==> config.mk <==
export PLATFORM = sky130hd
export DESIGN_NAME = icache_fetch
export DESIGN_NICKNAME = d
export VERILOG_FILES = /design/src/rtl/icache_pkg.sv /design/src/rtl/icache_data_ram.sv /design/src/rtl/icache_fetch.sv
export SDC_FILE = /design/constraint.sdc
export NUM_CORES = 2
export LEC_CHECK = 0
export CORE_AREA = 2 2 485 487
export CTS_CLUSTER_SIZE = 30
export DETAILED_ROUTE_END_ITERATION = 6
export DIE_AREA = 0 0 487 489
export HOLD_SLACK_MARGIN = 0.15
export PLACE_DENSITY_LB_ADDON = 0.05
export SKIP_CTS_REPAIR_TIMING = 1
export SKIP_LAST_GASP = 1
export SLEW_MARGIN = 20
export SYNTH_ARGS = -nofsm -noshare
export SYNTH_HDL_FRONTEND = slang
export SYNTH_SLANG_ARGS = --single-unit
==> constraint.sdc <==
create_clock -name clk -period 14.1 [get_ports clk]
set_input_delay 2.82 -clock clk [delete_from_list [all_inputs] [get_ports clk]]
set_output_delay 2.82 -clock clk [all_outputs]
set_load 0.005 [all_outputs]
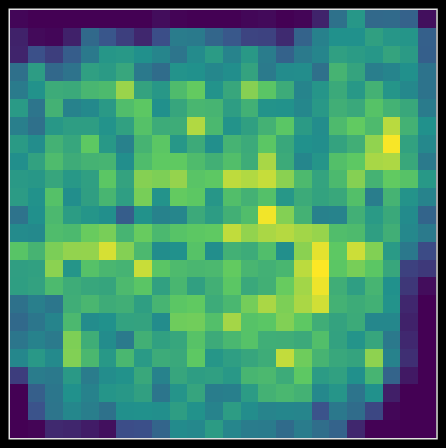
*Signal metal coverage by tile*
The die is cut into 24 by 24 equal tiles; dark purple is low, yellow is high, scaled to the fullest tile. Values are wire area over tile area, all layers added.
fullest tile	0.33
tiles over half the peak	63%
mean over tiles	0.17
densest ninth of the die	center
nearly empty tiles	5.7%
Total Wirelength: 267,000 um
GRT Total Usage: 22.5%
average wire per standard cell: 35.4 um
DR vias: 43,886

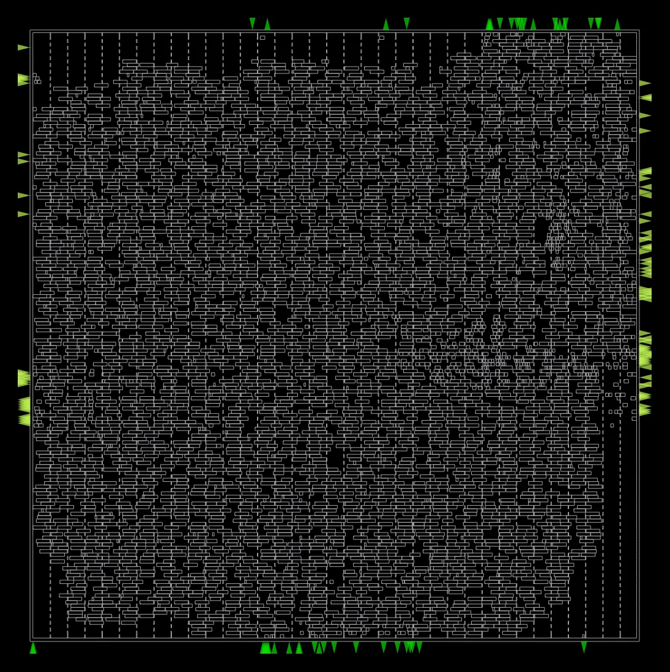
*Cell outlines without signal wires*
Util after Layout: 46.9%
CORE AREA: 234,000 um^2
flop share of the area: 67.8%
row count: 178
post-route insts no fill: 7,535

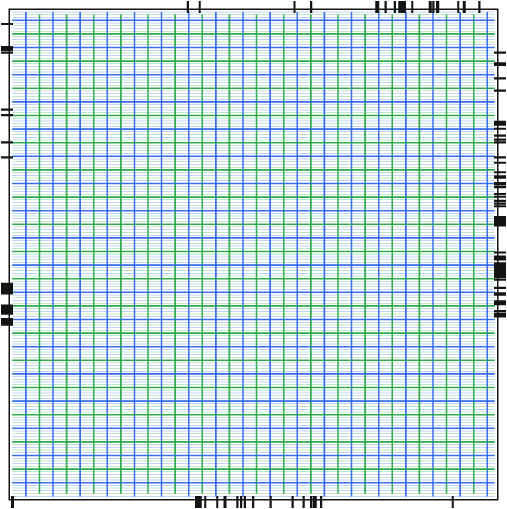
*Floorplan with the power grid*
Scale: 1 px per um. Pins as bars on the die edge.
color	net
green	VDD
blue	VSS
met4 straps	35
signal pins	134
met1 rails	179
met5 straps	35
die width: 487 um
Max VDD drop: 0.115 mV
Die H: 489 um

==> results.json <==
{
  "cpPeakStageDelay_ns": 1.10,
  "htree_levels": 5,
  "finalCritPeriodShare_pct": 78.7,
  "critPathKind": "in -> out",
  "dp_hpwl_um": 135000,
  "crit_slowest_cell": "a311oi_1",
  "rrSetupSlack_ns": 9.75,
  "io_buffers": 129,
  "grt_pass1_wl_um": 369000,
  "setup_viol_count_final": 0,
  "syn_to_final_growth_pct": 15.1,
  "cellPowerDensity_nw_per_um2": 143,
  "top_area_cell": "edfxtp_1",
  "drc": 0,
  "openroad.warnings": 33,
  "cts_tree": "built",
  "pre_cts_slack_ns": 2.87,
  "ff_type": "edfxtp_1",
  "path_common_cell": "mux2i_1",
  "cellLeakagePower_uw": 0.0336,
  "cp_max_fo": 68,
  "tightest_slew_ns": 1.09,
  "clock_skew_ns": 0.0336,
  "largest_reg_flops": 2048,
  "placed_cells": 7046,
  "status": "finished clean",
  "ant_nets": 0,
  "synth_area_um2": 95200
}
## worst register-to-register path: stages (launching register included)
cell and delay (ns):
edfxtp_1 0.35, mux4_2 0.47, mux2i_1 0.24, mux2i_1 0.14
xnor2_1 0.50, nand3b_1 0.19, nor4b_2 0.39, nand4_4 0.72
and3_2 0.91
## per-stage QoR
stage | hold WS [ns] | utilization (%) | area [um^2]
floorplan | 0.431 | - | 95200
global placement | 0.444 | 43.2 | 101000
detailed placement | 0.452 | 43.2 | 101000
CTS | 0.468 | 46.9 | 109000
global route | 0.493 | 46.9 | 110000
finish | 0.470 | 46.9 | 110000
## cell type report
type / count / area [um^2]
Inverter: 6 / 31.3
Multi-Input combinational cell: 1244 / 20600
Clock inverter: 114 / 806
Sequential cell: 2481 / 74300
Antenna cell: 2 / 5.00
Fill cell: 19076 / 124000
Clock buffer: 371 / 7700
Timing Repair Buffer: 257 / 2310
Tap cell: 3060 / 3830
## where the power goes
group	internal (uW)	switching (uW)
registers	8120	18.0
logic	290	418
clock network	4020	2840
## per-layer routing
metal	global-route usage, %	part of all wire [%]	up-vias
met2	37.2	50	1176
met1	31.7	44	24710
met5	0	0.025	-
met4	5.24	2.1	10
met3	3.25	4.4	353
li1	-	-	17637
## cells in the mapped netlist (7+ instances only)
master and number:
nand3_1 23, xnor2_1 24, a211oi_1 13, xor2_1 11, dfxtp_1 21, buf_1 37, edfxtp_1 2460, mux2i_1 44
nor3_1 12, a22oi_1 7, nor2_1 112, nor2b_1 28, nand2_1 59, buf_4 15, and3_1 13, mux4_2 756
and2_1 35, a21oi_1 26, clkbuf_1 116, buf_2 37, nand4_1 7
## cells by family (layout without fill, tap and decap cells)
logic type	count (synthesis)	count (layout)	synth area share (%)
AOI/OAI and AO/OA	79	79	0.572
xor gates and xnor gates	35	35	0.322
adders and majority gates	1	1	0.0131
buffers and inverters	217	748	1.01
DFF	2481	2481	78.0
muxes	804	804	18.4
other	1	4	0.00394
and+or+nand+nor	323	323	1.68
Power and IR drop assume default switching activity.
